[src/rtl/imem_loader_if.sv]
// Byte-stream in / instruction-memory write out bundle for the program loader.
// The master drives the program stream; the slave is the loader itself.
interface imem_loader_if #(
  parameter int AW = 10
);
  logic          start;
  logic [7:0]    in_data;
  logic          in_valid;
  logic          in_last;
  logic          in_ready;
  logic          we;
  logic [AW-1:0] waddr;
  logic [31:0]   wdata;
  logic [AW:0]   word_count;
  logic          busy;
  logic          done;
  logic          err;
  logic          cpu_rst_l;

  modport master (
    output start, in_data, in_valid, in_last,
    input  in_ready, we, waddr, wdata, word_count, busy, done, err, cpu_rst_l
  );

  modport slave (
    input  start, in_data, in_valid, in_last,
    output in_ready, we, waddr, wdata, word_count, busy, done, err, cpu_rst_l
  );
endinterface

[src/rtl/imem_loader.sv]
// Packs a little-endian byte stream into 32-bit words and writes them into the
// instruction memory from address 0, holding the core in reset until the load ends.
module imem_loader #(
  parameter int DEPTH = 1024,
  parameter int AW    = 10
) (
  input  logic          clk,
  input  logic          rst,
  imem_loader_if.slave  bus
);

  typedef enum logic [1:0] {IDLE, LOAD, WRITE, DONE} state_t;

  localparam logic [AW-1:0] LAST_ADDR = AW'(DEPTH - 1);

  state_t        state, state_nxt;
  logic [1:0]    byte_cnt;
  logic [31:0]   word_buf;
  logic [AW-1:0] ptr;
  logic [AW:0]   word_count_q;
  logic          err_q;
  logic          last_q;

  logic accept;
  logic at_end;
  logic restart;

  assign accept  = (state == LOAD) && bus.in_valid;
  assign at_end  = (ptr == LAST_ADDR);
  assign restart = ((state == IDLE) || (state == DONE)) && bus.start;

  // NOTE: sequential state uses non-blocking assignments so every register
  // samples the pre-edge values, independent of statement order.
  always_ff @(posedge clk) begin
    if (rst) state <= IDLE;
    else     state <= state_nxt;
  end

  // NOTE: the default assignment first keeps this block free of inferred latches.
  always_comb begin
    state_nxt = state;
    unique case (state)
      IDLE:  if (bus.start) state_nxt = LOAD;
      LOAD:  if (accept && ((byte_cnt == 2'd3) || bus.in_last)) state_nxt = WRITE;
      WRITE: state_nxt = (last_q || at_end) ? DONE : LOAD;
      DONE:  if (bus.start) state_nxt = LOAD;
      default: state_nxt = IDLE;
    endcase
  end

  // Unfilled bytes of a short final word read as zero because the buffer is
  // cleared after every write and on every (re)start.
  always_ff @(posedge clk) begin
    if (rst) begin
      byte_cnt     <= '0;
      word_buf     <= '0;
      ptr          <= '0;
      word_count_q <= '0;
      err_q        <= 1'b0;
      last_q       <= 1'b0;
    end else begin
      if (restart) begin
        byte_cnt     <= '0;
        word_buf     <= '0;
        ptr          <= '0;
        word_count_q <= '0;
        err_q        <= 1'b0;
        last_q       <= 1'b0;
      end
      if (accept) begin
        word_buf[{byte_cnt, 3'b000} +: 8] <= bus.in_data;
        byte_cnt <= bus.in_last ? 2'd0 : byte_cnt + 2'd1;
        last_q   <= bus.in_last;
      end
      if (state == WRITE) begin
        word_buf     <= '0;
        word_count_q <= word_count_q + 1'b1;
        // The pointer saturates at the top address: the FSM leaves for DONE there.
        if (!at_end) ptr <= ptr + 1'b1;
        if (at_end && !last_q) err_q <= 1'b1;
      end
    end
  end

  assign bus.in_ready   = (state == LOAD);
  assign bus.we         = (state == WRITE);
  assign bus.waddr      = (state == WRITE) ? ptr : '0;
  assign bus.wdata      = (state == WRITE) ? word_buf : '0;
  assign bus.word_count = word_count_q;
  assign bus.busy       = (state == LOAD) || (state == WRITE);
  assign bus.done       = (state == DONE);
  assign bus.err        = err_q;
  assign bus.cpu_rst_l  = (state == DONE);

endmodule

[src/flat_wrapper.sv]
// flat-port wrapper written by rule: the top's interface ports become plain ports
module imem_loader_flat 
#(
  parameter int DEPTH = 1024,
  parameter int AW    = 10
)
  (clk, rst, bus_start, bus_in_data, bus_in_valid, bus_in_last, bus_in_ready, bus_we, bus_waddr, bus_wdata, bus_word_count, bus_busy, bus_done, bus_err, bus_cpu_rst_l);
  imem_loader_if #(.AW(AW)) bus_i ();
  input  logic clk;
  input  logic rst;
  input wire logic [$bits(bus_i.start)-1:0] bus_start;
  input wire logic [$bits(bus_i.in_data)-1:0] bus_in_data;
  input wire logic [$bits(bus_i.in_valid)-1:0] bus_in_valid;
  input wire logic [$bits(bus_i.in_last)-1:0] bus_in_last;
  output wire logic [$bits(bus_i.in_ready)-1:0] bus_in_ready;
  output wire logic [$bits(bus_i.we)-1:0] bus_we;
  output wire logic [$bits(bus_i.waddr)-1:0] bus_waddr;
  output wire logic [$bits(bus_i.wdata)-1:0] bus_wdata;
  output wire logic [$bits(bus_i.word_count)-1:0] bus_word_count;
  output wire logic [$bits(bus_i.busy)-1:0] bus_busy;
  output wire logic [$bits(bus_i.done)-1:0] bus_done;
  output wire logic [$bits(bus_i.err)-1:0] bus_err;
  output wire logic [$bits(bus_i.cpu_rst_l)-1:0] bus_cpu_rst_l;
  assign bus_i.start = bus_start;
  assign bus_i.in_data = bus_in_data;
  assign bus_i.in_valid = bus_in_valid;
  assign bus_i.in_last = bus_in_last;
  assign bus_in_ready = bus_i.in_ready;
  assign bus_we = bus_i.we;
  assign bus_waddr = bus_i.waddr;
  assign bus_wdata = bus_i.wdata;
  assign bus_word_count = bus_i.word_count;
  assign bus_busy = bus_i.busy;
  assign bus_done = bus_i.done;
  assign bus_err = bus_i.err;
  assign bus_cpu_rst_l = bus_i.cpu_rst_l;
  imem_loader #(.DEPTH(DEPTH), .AW(AW)) u_core (.clk(clk), .rst(rst), .bus(bus_i));
endmodule
[config.mk]
export PLATFORM = sky130hd
export DESIGN_NAME = imem_loader_flat
export DESIGN_NICKNAME = d
export VERILOG_FILES = /design/src/rtl/imem_loader_if.sv /design/src/rtl/imem_loader.sv /design/src/flat_wrapper.sv
export SDC_FILE = /design/constraint.sdc
export NUM_CORES = 1
export LEC_CHECK = 0
export ABC_AREA = 1
export ABC_CLOCK_PERIOD_IN_PS = 2100
export CORE_ASPECT_RATIO = 1.25
export CORE_UTILIZATION = 50
export DETAILED_ROUTE_END_ITERATION = 10
export PLACE_DENSITY_LB_ADDON = 0.15
export SKIP_LAST_GASP = 1
export SLEW_MARGIN = 30
export SYNTH_ARGS = -nofsm -noshare
export SYNTH_HDL_FRONTEND = slang
export SYNTH_SLANG_ARGS = --single-unit
[constraint.sdc]
create_clock -name clk -period 2.1 [get_ports clk]
set_input_delay 0.21 -clock clk [delete_from_list [all_inputs] [get_ports clk]]
set_output_delay 0.21 -clock clk [all_outputs]
set_load 0.005 [all_outputs]
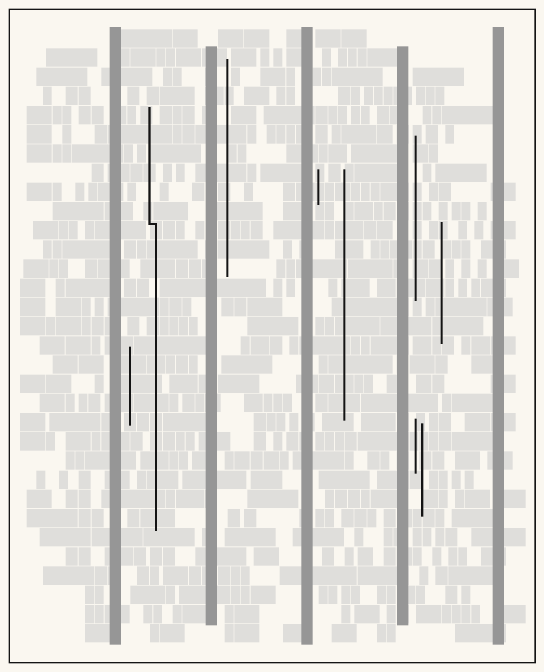
layer_met4.png
Supply wires on this layer in grey. Cells faint in the background.
share of all routed wire	2.4%
wire length on this layer	203 µm

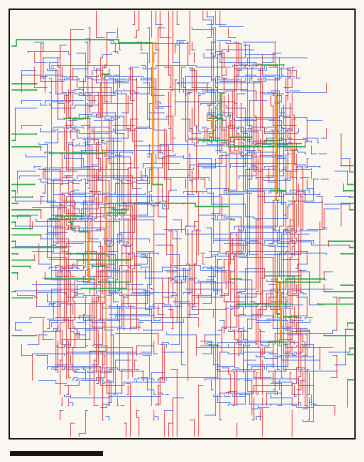
wires.png
The bar under the picture is 20 µm long.
colour	layer	wire length
green	metal 3	408 µm
blue	metal 1	3,590 µm
red	metal 2	4,370 µm
orange	metal 4	203 µm

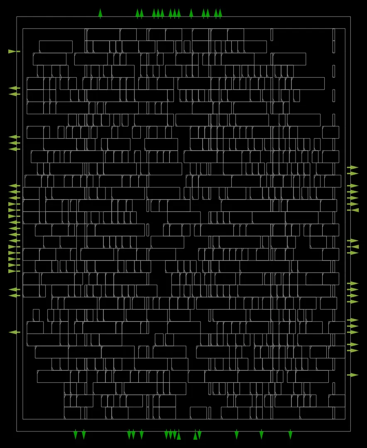
placement.png
fraction of area in registers: 26.92%
final cell count without fillers: 682
placement row count: 32

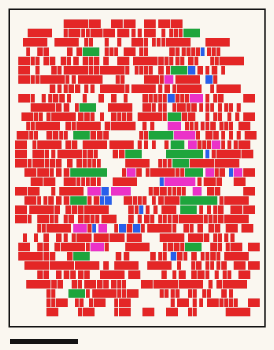
sizes.png
The bar under the picture is 20 µm long.
colour	size	cells	share	most used
blue	_2 cells	15	2.5%	inv_2
red	_0 and _1 cells	547	92%	nand2_1
green	_6 and larger	19	3.2%	clkbuf_8
magenta	_3 and _4 cells	16	2.7%	buf_4

==> run notes <==
Status of the implementation.

- The run finished with clean final reports.
- The net count of the mapped netlist is 540, for reference.
- Per the OpenROAD floorplan log, the area of the core is about 6200 µm².
- The type of the tightest min-delay check is reg -> reg, for reference.
- In the synthesized netlist the async set-or-reset flop fraction comes to 0%.
- The number of distinct library cell variants in the gate-level netlist after synthesis is 26, for reference.
- The clock tree root buffer cell is sky130_fd_sc_hd__clkbuf_8, for reference.
- Once placement finished, the instance area stood at about 4000 µm².
- The first-pass GRT wire length is 14.10 mm, for reference.
- TritonRoute output was used to compute an average wire per cell of approximately 13 µm.
- The area growth from synthesis to layout is 34.16%, for reference.
- The delay of the slowest cell on the worst path is approximately 500 ps, for reference.
- Input and output buffers added on the ports amount to ~70.
- The yosys warning tally is 0, for reference.
- The signal arrival time at the worst endpoint is between 1500 and 2000 ps, for reference.
- The critical path launch point type is a flip-flop, for reference.
- The capturing instance or port of the critical path is bus_wdata[6], for reference.
- The initial antenna violation count is 0, for reference.
- The analysis reports a worst IR drop on VDD of between 0.5 and 0.6 mV.
- By count the netlist is led by sky130_fd_sc_hd__nand2_1 (158), sky130_fd_sc_hd__inv_1 (75), sky130_fd_sc_hd__nand3_1 (61).
- The placed cell count is between 600 and 700, for reference.
- After the last flow step, the layout net total stands at 615.
- Across all setup checks in the final design, the least slack found is 77.40 ps.
- The actual slew at the worst max-slew pin is 504.5 ps, for reference.
- The count of hold buffers inserted by post-cts repair is 0, for reference.
- The power per unit of standard cell area is between 800 and 900 nW/µm², for reference.
- For this design the static power due to leakage is a little under 2 nW.
- The largest area contributor in the synthesized netlist is sky130_fd_sc_hd__dfxtp_1, for reference.
- The die footprint is just under 7000 µm², for reference.
- The last weighted congestion value of the routability-driven placer is 0.8411, for reference.
- The number of antenna cells inserted is 0, for reference.
- Across all hold checks on the routed design, the worst slack comes to between 400 and 500 ps.
- The peak fanout along the critical path is 17, for reference.
- For this design the top-level I/O count stands at 72.
- The number of levels the H-tree was split into is 3, for reference.
- The later-pin clock latency in the skew report is ~340 ps, for reference.
- The share of the clock period used by the worst path after layout is 96.31%, for reference.
- The CTS tree is done, for reference.
- From bottom edge to top edge, the die measures a little over 90 µm.
- The commonest register cell is sky130_fd_sc_hd__dfxtp_1.
- The cell at the slowest stage of the critical path is sky130_fd_sc_hd__clkdlybuf4s50_1, for reference.
- The final core utilization is a little over two thirds, for reference.
- The DRC violation total left in the routed layout is recorded as 0.
- Walking the worst path, the cells encountered are inv_1 > ha_4 > buf_6 > nand2_1 > inv_1 > clkdlybuf4s50_1.
- The flow reports an fmax of around 500 MHz.
- The endpoint identified for the worst register-to-register timing path is u_core.word_buf[14].
- The total buffers and inverters traversed by the critical path is 4, for reference.
logic make-up (layout without fill, tap and decap cells):
group           count (synthesis)  after routing  synth area share (%)
fa+ha+maj                      10             10                 3.826
buf+inv                       101            181                 12.17
flops                          59             59                 36.11
compound gates                 61             61                 9.487
simple gates                  286            286                 38.41
how the worst min path moves through the flow:
stage	from	slack [ps]	to	depth (start not counted)
after floorplan	bus_in_data[0]	370	u_core.word_buf[16]	2
after global placement	u_core.last_q	460	u_core.last_q	2
after detailed placement	u_core.last_q	450	u_core.last_q	2
after CTS	u_core.last_q	470	u_core.last_q	2
after global routing	u_core.last_q	480	u_core.last_q	2
final	u_core.last_q	460	u_core.last_q	2
sequential cells by signal, indices dropped and copies added (netlist names):
| signal | count |
|---|---|
| u_core.last_q | 1 |
| u_core.bus.err | 1 |
| u_core.byte_cnt | 2 |
| u_core.ptr | 10 |
| u_core.word_buf | 32 |
| u_core.state | 2 |
| u_core.bus.word_count | 11 |
final cells by class:
type,instances,area (µm²)
Clock buffer,12,165.2
Clock inverter,4,95.09
Fill cell,543,1858
Inverter,82,307.8
Multi-Input combinational cell,357,1704
Sequential cell,59,1181
Tap cell,85,106.4
Timing Repair Buffer,83,828.3
worst register-to-register path, stage by stage, from the launching register on:
cell and delay (ps):
sky130_fd_sc_hd__dfxtp_1 380, sky130_fd_sc_hd__inv_1 100, sky130_fd_sc_hd__ha_1 440, sky130_fd_sc_hd__inv_2 60, sky130_fd_sc_hd__nor2_2 140, sky130_fd_sc_hd__inv_2 80
sky130_fd_sc_hd__nor2_4 220, sky130_fd_sc_hd__nand2_1 80, sky130_fd_sc_hd__a21oi_1 140
repair_timing:
item                       4_1_cts  5_1_grt
gates resized                    1        6
setup endpoints to repair       35       35
buffers inserted                 0        4
placed cells by master (no fill, tap or decap), drive strengths merged:
cell	Yosys	routed
or2	1	1
and3	1	1
nand3	62	62
nand3b	1	1
nor2	48	48
clkbuf	6	12
buf	13	12
inv	82	82
nor3	4	4
bufinv	0	3
a211oi	1	1
dfxtp	59	59
ha	10	10
nand4	5	5
a21oi	53	53
o21ai	6	6
o21a	1	1
nand2	164	164
clkinv	0	1
clkdlybuf4s50	0	71
routing by layer:
metal  up-vias  routed length (µm)  GRT usage [%]  part of all wire [%]
met5         -                   0              0                     0
met4         0                 202          12.11                   2.4
met3        23                 408          4.135                   4.8
met2       122                4368          45.15                    51
met1      1558                3591          30.98                    42
li1       1755                   -              -                     -
power by group:
group          internal (mW)  switching [mW]
Clock                  0.884           0.463
Combinational          0.404           0.704
Sequential              1.18          0.0671
Power is estimated from default activity; no workload was simulated.
